**Run 1: clock network drawn from the DEF**

Drawn at 4 px/um.
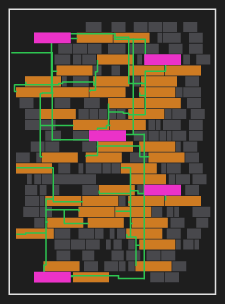
**Run 1: M3 wires**

Drawn at 8 px/um.
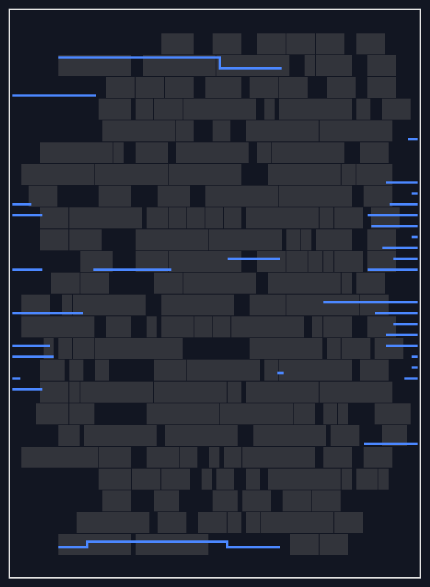
**Run 1: signal wires on met2**

Drawn at 6 px/um.
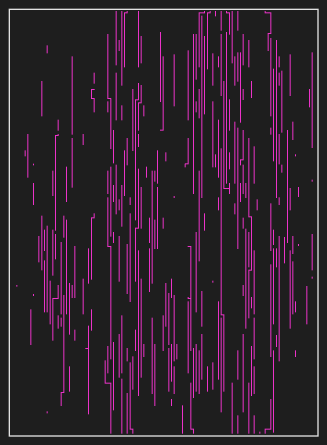
<file path="config.mk">
export PLATFORM = sky130hd
export DESIGN_NAME = mem_access_ctrl
export DESIGN_NICKNAME = d
export VERILOG_FILES = /design/src/rtl/mem_ctrl_pkg.sv /design/src/rtl/word_sel_decoder.sv /design/src/rtl/mem_access_ctrl.sv
export SDC_FILE = /design/constraint.sdc
export NUM_CORES = 1
export LEC_CHECK = 0
export CAP_MARGIN = 20
export CORE_ASPECT_RATIO = 1.4
export CORE_MARGIN = 1
export CORE_UTILIZATION = 48
export CTS_BUF_LIST = sky130_fd_sc_hd__clkbuf_16
export DETAILED_ROUTE_END_ITERATION = 16
export HOLD_SLACK_MARGIN = 0.1
export PLACE_DENSITY = 0.83
export SETUP_SLACK_MARGIN = 0.5
export SYNTH_ARGS = -nofsm -noshare
export SYNTH_HDL_FRONTEND = slang
export SYNTH_SLANG_ARGS = --single-unit
</file>
<file path="constraint.sdc">
create_clock -name clk -period 2.4 [get_ports clk]
set_clock_uncertainty 0.05 [all_clocks]
set_input_delay 0.36 -clock clk [delete_from_list [all_inputs] [get_ports clk]]
set_output_delay 0.36 -clock clk [all_outputs]
set_load 0.05 [all_outputs]
</file>
<file path="src/rtl/mem_ctrl_pkg.sv">
// ---------------------------------------------------------------------------
// mem_ctrl_pkg
// Shared definitions for the memory access controller slice:
//   - state_t    : controller FSM states
//   - RW_WRITE / RW_READ : array direction encodings
//   - ADDR_W_DEF / DATA_W_DEF : default array geometry (8 words x 8 bits)
//   - in_access() : true in the states that drive the array bus
// ---------------------------------------------------------------------------
package mem_ctrl_pkg;

    localparam int ADDR_W_DEF = 3;
    localparam int DATA_W_DEF = 8;

    localparam logic RW_WRITE = 1'b1;
    localparam logic RW_READ  = 1'b0;

    // Explicit encodings keep the state register stable across tools.
    typedef enum logic [2:0] {
        IDLE   = 3'd0,
        SETUP  = 3'd1,
        STROBE = 3'd2,
        HOLD   = 3'd3,
        RESP   = 3'd4
    } state_t;

    // The array bus (select, direction, data) is driven only while an
    // access is in its setup, strobe or hold phase.
    function automatic logic in_access(input state_t s);
        logic r;
        case (s)
            SETUP:   r = 1'b1;
            STROBE:  r = 1'b1;
            HOLD:    r = 1'b1;
            default: r = 1'b0;
        endcase
        return r;
    endfunction

endpackage

</file>
<file path="src/rtl/word_sel_decoder.sv">
// ---------------------------------------------------------------------------
// word_sel_decoder
// Combinational binary-to-one-hot word select decoder.
// Ports:
//   en   in   1          decode enable; output is all-zero when low
//   addr in   ADDR_W     word index
//   sel  out  1<<ADDR_W  one-hot select (at most one bit set)
// ---------------------------------------------------------------------------
module word_sel_decoder #(
    parameter int ADDR_W = 3
) (
    input  logic                     en,
    input  logic [ADDR_W-1:0]        addr,
    output logic [(1<<ADDR_W)-1:0]   sel
);

    localparam int WORDS = 1 << ADDR_W;

    // One-hot decode of the word index, gated by enable.
    always_comb begin
        sel = {WORDS{1'b0}};
        if (en) begin
            sel[addr] = 1'b1;
        end else begin
            sel = {WORDS{1'b0}};
        end
    end

endmodule

</file>
<file path="src/rtl/mem_access_ctrl.sv">
// ---------------------------------------------------------------------------
// mem_access_ctrl
// Initiator-side controller for the 8-word x 8-bit memory cell array.
// Takes one read/write request at a time on a valid/ready port, runs the
// array through a setup / strobe / hold access, and returns the read data
// (or the written data, for writes) on a valid/ready response port.
// This block is the only driver of the array's control inputs.
//
// Ports:
//   clk, rst                   clock (rising edge), async active-high reset
//   req_valid/req_ready        request handshake
//   req_rw/req_addr/req_wdata  request: 1 = write, word index, write data
//   rsp_valid/rsp_ready        response handshake
//   rsp_rdata                  read data, or written data on writes
//   mem_valid                  array access strobe
//   mem_sel                    one-hot word select
//   mem_rw                     array direction (1 = write)
//   mem_wdata/mem_rdata        array data out / in
//
// Timing: the array-side and response outputs are a registered image of
// the FSM state, so they trail the state register by one cycle. req_ready
// is registered from the next state instead, so it drops on the very edge
// that accepts a request and a second request can never slip in.
// With handshake edge E0, rsp_valid is first high after E0+3+STROBE_CYCLES.
// ---------------------------------------------------------------------------
module mem_access_ctrl
    import mem_ctrl_pkg::*;
#(
    parameter int ADDR_W        = ADDR_W_DEF,
    parameter int DATA_W        = DATA_W_DEF,
    parameter int STROBE_CYCLES = 1
) (
    input  logic                     clk,
    input  logic                     rst,
    input  logic                     req_valid,
    output logic                     req_ready,
    input  logic                     req_rw,
    input  logic [ADDR_W-1:0]        req_addr,
    input  logic [DATA_W-1:0]        req_wdata,
    output logic                     rsp_valid,
    input  logic                     rsp_ready,
    output logic [DATA_W-1:0]        rsp_rdata,
    output logic                     mem_valid,
    output logic [(1<<ADDR_W)-1:0]   mem_sel,
    output logic                     mem_rw,
    output logic [DATA_W-1:0]        mem_wdata,
    input  logic [DATA_W-1:0]        mem_rdata
);

    localparam int WORDS = 1 << ADDR_W;

    // Out-of-range strobe lengths are clamped into 1..15 so the counter
    // can never be loaded with zero or overflow its width.
    localparam int STROBE_N = (STROBE_CYCLES < 1)  ? 1  :
                              (STROBE_CYCLES > 15) ? 15 : STROBE_CYCLES;
    localparam int CNT_W    = $clog2(STROBE_N + 1);

    localparam logic [CNT_W-1:0] CNT_RELOAD = CNT_W'(STROBE_N);
    localparam logic [CNT_W-1:0] CNT_ONE    = CNT_W'(1);
    localparam logic [CNT_W-1:0] CNT_ZERO   = CNT_W'(0);

    // FSM and strobe counter
    state_t             state_r;
    state_t             state_nx_s;
    logic [CNT_W-1:0]   cnt_r;
    logic [CNT_W-1:0]   cnt_nx_s;

    // Latched request
    logic               rw_r;
    logic [ADDR_W-1:0]  addr_r;
    logic [DATA_W-1:0]  wdata_r;

    // Registered outputs
    logic               req_ready_r;
    logic               rsp_valid_r;
    logic [DATA_W-1:0]  rsp_rdata_r;
    logic               mem_valid_r;
    logic [WORDS-1:0]   mem_sel_r;
    logic               mem_rw_r;
    logic [DATA_W-1:0]  mem_wdata_r;

    // Marks the output cycle that is the final strobe cycle of an access.
    logic               last_strobe_r;

    logic               req_fire_s;
    logic               rsp_fire_s;
    logic               access_s;
    logic               strobe_done_s;
    logic [WORDS-1:0]   dec_sel_s;

    assign req_fire_s    = req_valid & req_ready_r;
    assign rsp_fire_s    = rsp_valid_r & rsp_ready;
    assign access_s      = in_access(state_r);
    // "<=" rather than "==" so a corrupted zero count still leaves STROBE.
    assign strobe_done_s = (cnt_r <= CNT_ONE);

    word_sel_decoder #(
        .ADDR_W (ADDR_W)
    ) u_word_sel_decoder (
        .en   (access_s),
        .addr (addr_r),
        .sel  (dec_sel_s)
    );

    // Next-state and strobe counter logic.
    always_comb begin
        state_nx_s = state_r;
        cnt_nx_s   = cnt_r;
        case (state_r)
            IDLE: begin
                if (req_fire_s) begin
                    state_nx_s = SETUP;
                end else begin
                    state_nx_s = IDLE;
                end
            end
            SETUP: begin
                state_nx_s = STROBE;
                cnt_nx_s   = CNT_RELOAD;
            end
            STROBE: begin
                if (strobe_done_s) begin
                    state_nx_s = HOLD;
                    cnt_nx_s   = CNT_ZERO;
                end else begin
                    state_nx_s = STROBE;
                    cnt_nx_s   = cnt_r - CNT_ONE;
                end
            end
            HOLD: begin
                state_nx_s = RESP;
            end
            RESP: begin
                if (rsp_fire_s) begin
                    state_nx_s = IDLE;
                end else begin
                    state_nx_s = RESP;
                end
            end
            default: begin
                state_nx_s = IDLE;
                cnt_nx_s   = CNT_ZERO;
            end
        endcase
    end

    // State and counter registers.
    always_ff @(posedge clk or posedge rst) begin
        if (rst) begin
            state_r <= IDLE;
            cnt_r   <= CNT_ZERO;
        end else begin
            state_r <= state_nx_s;
            cnt_r   <= cnt_nx_s;
        end
    end

    // Request capture on the accepting handshake.
    always_ff @(posedge clk or posedge rst) begin
        if (rst) begin
            rw_r    <= RW_READ;
            addr_r  <= {ADDR_W{1'b0}};
            wdata_r <= {DATA_W{1'b0}};
        end else if (req_fire_s) begin
            rw_r    <= req_rw;
            addr_r  <= req_addr;
            wdata_r <= req_wdata;
        end else begin
            rw_r    <= rw_r;
            addr_r  <= addr_r;
            wdata_r <= wdata_r;
        end
    end

    // Request-side ready, registered from the next state.
    always_ff @(posedge clk or posedge rst) begin
        if (rst) begin
            req_ready_r <= 1'b1;
        end else begin
            req_ready_r <= (state_nx_s == IDLE);
        end
    end

    // Array-side outputs: a registered image of the current state. Select,
    // direction and data change only on edges where mem_valid is low.
    always_ff @(posedge clk or posedge rst) begin
        if (rst) begin
            mem_valid_r   <= 1'b0;
            mem_sel_r     <= {WORDS{1'b0}};
            mem_rw_r      <= RW_READ;
            mem_wdata_r   <= {DATA_W{1'b0}};
            last_strobe_r <= 1'b0;
        end else begin
            mem_valid_r   <= (state_r == STROBE);
            mem_sel_r     <= dec_sel_s;
            mem_rw_r      <= access_s ? rw_r : RW_READ;
            mem_wdata_r   <= access_s ? wdata_r : {DATA_W{1'b0}};
            last_strobe_r <= (state_r == STROBE) && strobe_done_s;
        end
    end

    // Response path: data is captured on the edge ending the last strobe
    // cycle; rsp_valid rises one cycle after RESP is entered and falls on
    // the response handshake.
    always_ff @(posedge clk or posedge rst) begin
        if (rst) begin
            rsp_valid_r <= 1'b0;
            rsp_rdata_r <= {DATA_W{1'b0}};
        end else begin
            rsp_valid_r <= (state_r == RESP) && !rsp_fire_s;
            if (mem_valid_r && last_strobe_r) begin
                rsp_rdata_r <= (mem_rw_r == RW_WRITE) ? mem_wdata_r : mem_rdata;
            end else begin
                rsp_rdata_r <= rsp_rdata_r;
            end
        end
    end

    assign req_ready = req_ready_r;
    assign rsp_valid = rsp_valid_r;
    assign rsp_rdata = rsp_rdata_r;
    assign mem_valid = mem_valid_r;
    assign mem_sel   = mem_sel_r;
    assign mem_rw    = mem_rw_r;
    assign mem_wdata = mem_wdata_r;

endmodule

</file>
==> impl_metrics.toml, run 1 <==
# flow metrics
[floorplanning]
die_area_um2 = 3630
top_level_port_count = 52

[sta]
min_period_ns = 1.86
setup_total_negative_slack_ns = 0
timing.final.crit_share_pct = 77.6
worst-slew-pin-transition_ns = 0.527
hold_ws_ns = 0.420

[global_route]
globalRouteTotalUtil_pct = 22.0
global_route.overflow_total = 0

[finish]
layout.cells.most_common_list = "43 x clkdlybuf4s50_1, 42 x dfrtp_1, 13 x mux2_2"
drive_gt1_share_pct = 14.7
final.signal_buffer_count = 54
comb_gates = 69
antennaDiodeCount = 0
num-fill-cells = 229
comb-cell-share_pct = 21.3
numSequentialCells = 43
area_share_nonclk_buffers_pct = 23.2

[power]
p_total_w = 0.00363
cellPowerDensity_nw_per_um2 = 1550

[logic_synthesis]
top_cells_by_count = "42 x dfrtp_1, 13 x mux2_2, 10 x nor2_1, 9 x a21oi_1, 9 x and2_1"
synth_top_cell_by_count = "dfrtp_1"
topCellsByArea = "dfrtp_1 65%, mux2_2 9.0%, mux2i_1 4.9%"
asyncSetResetFlopFracSynth_pct = 100
yosysWarningCount = 0
mean_post_synth_cell_area_um2 = 13.4
synth-edff-count = 0
yosys-stat-area_um2 = 1630
mappedNetlistArea_um2 = 1630

[critical_path]
max_stage_delay_ns = 0.81
critical_path.max_fanout = 2
cp.arrival_ns = 1.45

[route]
total_wire_length_um = 3290
vias_per_cell = 4.97
drtAntennaViolNets = 0
drc = 0

[clock_tree]
cts_tree = "yes"
cts-hold-fix-buffers = 0
numClockSinks = 43
cts_root_buffer = "clkbuf_16"

[status]
outcome = "finished, final reports clean"

[placed_design]
numPortBuffers = 51
Back to the opening pictures, 'clock network drawn from the DEF':
[magenta] clock drivers | count: 5
[orange] flip-flops | count: 43
[green] clock wires | length: 475 um
routed clock nets: 6

Back to the opening pictures, 'M3 wires':
main direction: horizontal
wire length on this layer: 183 um

Back to the opening pictures, 'signal wires on met2':
main direction: vertical
wire length on this layer: 1,740 um
share of all routed wire: 53%

-- run 1: layer usage --
layer  vias to the layer above  global-route usage [%]  wire, um  part of all wire [%]
met5                         -                       0         0                     0
li1                        519                       -         -                     -
met2                        33                    35.7      1740                    53
met3                         7                    7.53       182                   5.5
met4                         0                    11.1        81                   2.5
met1                       514                    25.6      1290                    39
-- run 1: cells by family (layout without fill, tap and decap cells) --
group / after synthesis / count (layout) / share of synthesized area (%)
mux: 21 / 21 / 13.9
buf+inv: 9 / 65 / 3.00
xor+xnor: 1 / 1 / 0.539
flops: 43 / 43 / 66.2
compound gates: 14 / 14 / 5.38
simple gates: 33 / 33 / 10.9
-- run 1: power breakdown --
part	switching, W	internal (W)
clock	0.000255	0.000484
combinational	0.00101	0.000621
sequential	0.000218	0.00104
total	0.00148	0.00215
-- run 1: state kept, by name (all words and copies together), names as in the netlist, 3 cells and up --
| register | flops |
|---|---|
| mem_wdata | 8 |
| addr_r | 3 |
| wdata_r | 8 |
| state_r | 3 |
| rsp_rdata | 8 |
| mem_sel | 8 |
-- run 1: repair_timing --
item,CTS,global route
resized,2,6
endpoints found under the setup margin,2,6
gates cloned,0,0
pin swaps,0,0
-- run 1: per-stage QoR --
step | instances | setup WS (ns)
after detailed placement | 208 | 0.598
after global routing | 216 | 0.492
after floorplan | 121 | 0.949
final | 216 | 0.538
after CTS | 216 | 0.522
after global placement | 208 | 0.631
-- run 1: final timing paths --
kind	depth (start not counted)	end	slack, ns
setup reg to reg	2	addr_r[0]	0.99
min in group asynchronous	3	mem_sel[3]	0.46
hold reg to reg	1	mem_wdata[1]	0.42
max in group asynchronous	3	req_ready	1.48
setup / recovery	1	mem_wdata[3]	0.54
hold / removal	1	mem_wdata[1]	0.42
==> run 1 -> run 2 <==
- CORE_UTILIZATION: 48 -> 45
- PLACE_DENSITY: 0.83 -> 0.78
- clock period: 2.4 -> 1.81 ns (I/O delays scaled with it)
==> run 2 against run 1 <==
Compared with the run above: clock power rose by 54%; critical path type unchanged; synthesized cell count did not move; wire length down 1.3%; total power rose by 37%; non-clock buffer count up 2; largest cell class unchanged.
==> impl_metrics.toml, run 2 <==
# flow metrics
[clock_tree]
numClockSinks = 43
cts_tree = "yes"

[logic_synthesis]
topCellsByArea = "dfrtp_1 65%, mux2_2 9.0%, mux2i_1 4.9%"
top_cells_by_count = "42 x dfrtp_1, 13 x mux2_2, 10 x nor2_1, 9 x a21oi_1, 9 x and2_1"
synth_top_cell_by_count = "dfrtp_1"
asyncSetResetFlopFracSynth_pct = 100
mean_post_synth_cell_area_um2 = 13.4
yosysWarningCount = 0
mappedNetlistArea_um2 = 1630
synth-edff-count = 0
synth-seq-cells = 43

[critical_path]
crit-reg2reg-capture = "wdata_r[7]"
cp.arrival_ns = 1.00
max_stage_delay_ns = 0.57
critical_path.max_fanout = 3
timing.reg2reg.worst_path_depth = 2
rrSetupSlack_ns = 0.55

[route]
total_wire_length_um = 3250
via_count = 1123
vias_per_cell = 5.13
drc = 0

[placed_design]
numPortBuffers = 51
routabilityCongestion = 0.675

[floorplanning]
die_area_um2 = 3860
top_level_port_count = 52

[sta]
min_period_ns = 1.32
hold_ws_ns = 0.286
setup_total_negative_slack_ns = 0
worst-slew-pin-transition_ns = 0.392
timing.final.crit_share_pct = 72.9

[status]
outcome = "finished, final reports clean"

[finish]
antennaDiodeCount = 0
drive_gt1_share_pct = 34.1
layout.cells.most_common_list = "41 x dfrtp_1, 23 x clkdlybuf4s50_1, 15 x buf_2"
syn_to_final_growth_pct = 44.2

[global_route]
global_route.overflow_total = 0
globalRouteTotalUtil_pct = 19.0

[power]
cellPowerDensity_nw_per_um2 = 2110
==> run 2: kinds of logic after synthesis <==
group | count (synthesis) | share of synthesized area, %
AND-OR/OR-AND | 14 | 5.38
XOR/XNOR | 1 | 0.539
buffers and inverters | 9 | 3.00
flip-flops | 43 | 66.2
multiplexers | 21 | 13.9
AND/OR/NAND/NOR | 33 | 10.9
==> run 2: through the flow <==
step	worst slack [ns]	cells	total power, W
after floorplan	0.422	121	0.00318
after global placement	0.303	208	0.00378
after detailed placement	0.269	208	0.00388
after CTS	0.449	218	0.00499
after global routing	0.467	219	0.00520
final	0.491	219	0.00496
==> run 2: area by class of cell <==
cell class | instances | area, um^2
repair buffers | 56 | 500
inverters | 3 | 15.0
flip-flops and latches | 43 | 1080
well taps | 40 | 50.0
clock buffers | 5 | 125
clock inverters | 3 | 67.6
multi-input cells | 69 | 509
fillers | 245 | 1060
==> run 2: per-layer routing <==
metal  routed length (um)  track usage (%)
met4                   39             6.14
met3                  166             6.04
met2                 1860             31.6
met1                 1180             22.9
met5                    0                0
==> run 2: worst max-delay path by stage <==
stage          cells past startpoint  slack (ns)           end         start
3_5_place_dp                       3        0.27    wdata_r[7]     req_valid
5_1_grt                            1        0.47     req_ready     req_ready
2_1_floorplan                      3        0.42     addr_r[0]     req_ready
4_1_cts                            1        0.45  mem_wdata[4]  mem_wdata[4]
6_report                           1        0.49     req_ready     req_ready
3_3_place_gp                       3        0.30    wdata_r[1]     req_valid
==> run 2: repair_timing <==
action,4_1_cts,5_1_grt
hold buffers,0,0
setup buffers,2,1
endpoints found under the setup margin,20,9
gates resized,73,14
pin swaps,0,0
==> run 2: report_power, final <==
part | internal (W) | switching [W]
Combinational | 0.000783 | 0.00136
Clock | 0.000789 | 0.000353
Sequential | 0.00138 | 0.000295
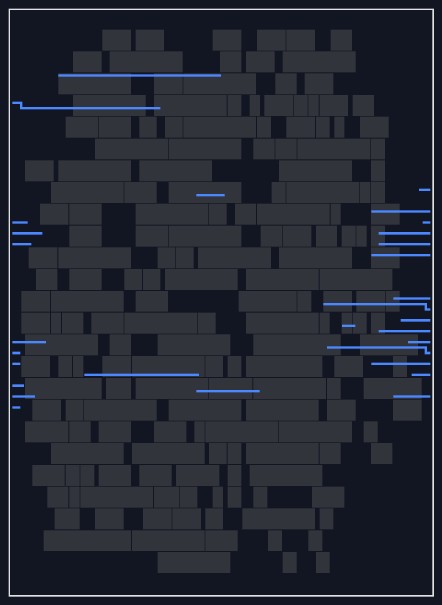
**Above:** run 2 (M3 wires).
Drawn at 8 px/um.
main direction: horizontal
share of all routed wire: 5.1%
wire length on this layer: 167 um
longest straight run: 20.0 um

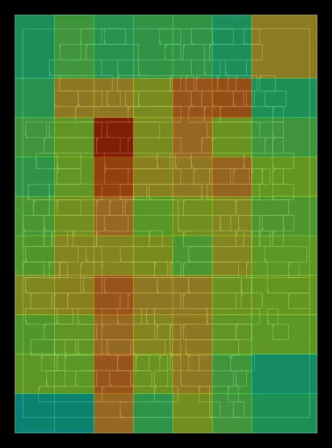
**Above:** run 2 (congestion heat map).
global-route met2 utilization: 31.6%
met3 track demand over resource: 6.04%
final core occ: 68.8%

**Run 2: metal 1**

Drawn at 6 px/um. Supply wires on this layer in grey.
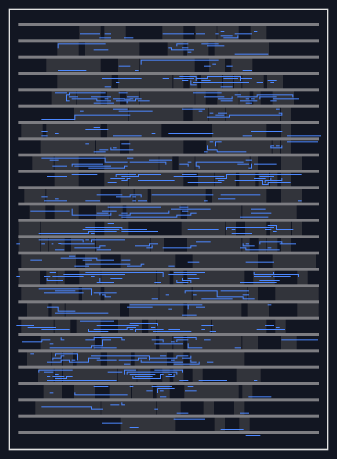

==> run 2 -> run 3 <==
- CORE_UTILIZATION: 45 -> 41
- PLACE_DENSITY: 0.78 -> 0.75
- clock period: 1.81 -> 1.2 ns (I/O delays scaled with it)
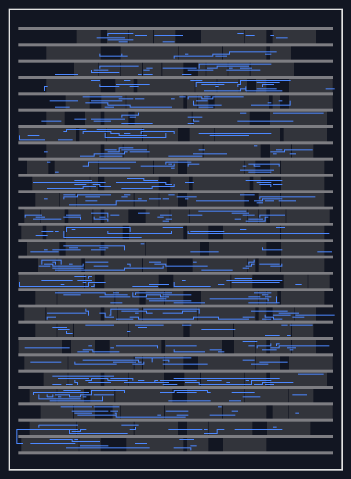
**Above:** run 3 (metal 1).
Drawn at 6 px/um. Supply wires on this layer in grey.
longest straight run: 23.5 um
wire length on this layer: 1,530 um

==> run 3 against run 2 <==
Compared with the run above: the flow now finishes with violations (negative setup slack); critical path depth increased by 2; sequential power up 74%; sequential cell count unchanged; sequential share of layout area shrank 9.4 points; cell area up 31%; wire length increased by 30%; cell count grew 8.2%; register-to-register slack got worse by 0.71 ns; combinational power rose by 150%; clock-buffer cell count stayed put; synthesized cell count unchanged.
==> impl_metrics.toml, run 3 <==
# flow metrics
[logic_synthesis]
yosysWarningCount = 0
asyncSetResetFlopFracSynth_pct = 100
synth_top_cell_by_count = "dfrtp_1"
top_cells_by_count = "42 x dfrtp_1, 13 x mux2_2, 10 x nor2_1, 9 x a21oi_1, 9 x and2_1"
synth-edff-count = 0
yosys-stat-area_um2 = 1630
topCellsByArea = "dfrtp_1 65%, mux2_2 9.0%, mux2i_1 4.9%"
synth-seq-cells = 43

[power]
comb-power_w = 0.00529
switchingPower_w = 0.00375
seq_cell_power_w = 0.00292
share_clk_of_total_power_pct = 17.4
power_frac_seq_pct = 29.3
clock_power_w = 0.00173
cell_internal_pwr_w = 0.00619
relative_contribution_of_combinational_cells_to_total_power_pct = 53.3
cellPowerDensity_nw_per_um2 = 3240

[finish]
antennaDiodeCount = 0
num-fill-cells = 189
post-route-util_pct = 82.8

[floorplanning]
die_area_um2 = 4230

[sta]
timing.final.crit_share_pct = 114
fin_ws_ns = -0.165
min_period_ns = 1.36
worst-slew-pin-transition_ns = 0.475
setup_total_negative_slack_ns = -1.95
finalSetupViolCount = 14

[global_route]
met1_usage_pct = 23.3
globalRouteTotalUtil_pct = 21.9
groute.layer.met2.usage_pct = 38.7

[route]
total_wire_length_um = 4210
drc = 0

[clock_tree]
cts_root_buffer = "clkbuf_16"
numClockSinks = 43
cts-hold-fix-buffers = 0
cts_tree = "yes"

[critical_path]
crit_path_start = "req_ready"
max_stage_delay_ns = 0.62
critical_path.max_fanout = 6
cp.arrival_ns = 1.48

[status]
outcome = "finished, violations left"
failing_checks = "negative setup slack"
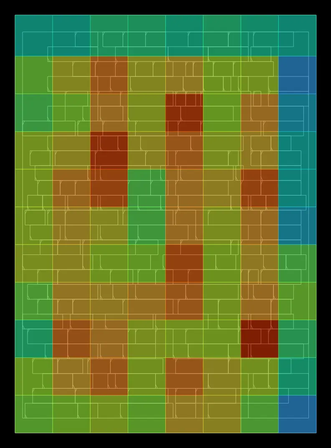
**Above:** run 3 (congestion heat map).
met3 track demand over resource: 6.96%
busiest metal layer after global routing: met2

[run 3: netlist changes by cell type in the layout (fill, tap and decap cells not counted), moves of 9 or more]
cell,change
and2_1,-9
and2_4,+9
buf_12,+26
buf_2,-15
buf_6,+14
dfrtp_1,-31
dfrtp_2,+31
[run 3: timing repair]
action                     CTS  global route
gates cloned                 2             0
setup buffers               11             3
gates resized               38             9
setup endpoints to repair   71            71
pin swaps                    9             8
[run 3: kinds of logic after synthesis]
logic type / share of synthesized area (%)
compound gates: 5.38
xor+xnor: 0.539
buf+inv: 3.00
flops: 66.2
mux: 13.9
simple gates: 10.9
[run 3: metrics by stage]
stage	std cells	total power [W]	setup slack [ns]
floorplan	121	0.00509	-0.167
global placement	213	0.00695	-0.238
detailed placement	213	0.00709	-0.299
CTS	234	0.00969	-0.161
global route	237	0.0103	-0.183
finish	237	0.00994	-0.165
[run 3: per-layer routing]
metal,vias to the layer above,wire (um)
li1,563,-
met1,629,1530
met2,45,2350
met3,10,221
met4,0,112
met5,-,0
[run 3: path summary, 6_finish.rpt]
kind	end	slack, ns	cells after the start
min in group clk	state_r[0]	0.45	1
hold reg to reg	state_r[0]	0.45	1
hold / removal	mem_sel[2]	0.24	3
setup / recovery	addr_r[1]	-0.16	3
max in group asynchronous	req_ready	0.59	3
setup reg to reg	addr_r[1]	-0.16	3
[run 3: cell type report]
type / count / area [um^2] / share of cell area, %
Tap cell: 42 / 52.6 / 1.71
Timing Repair Buffer: 70 / 998 / 32.5
Clock buffer: 5 / 125 / 4.08
Inverter: 3 / 15.0 / 0.489
Multi-Input combinational cell: 71 / 689 / 22.5
Sequential cell: 43 / 1120 / 36.5
Clock inverter: 3 / 67.6 / 2.20
Power figures rest on the tool's default switching activity, not on a simulated workload.
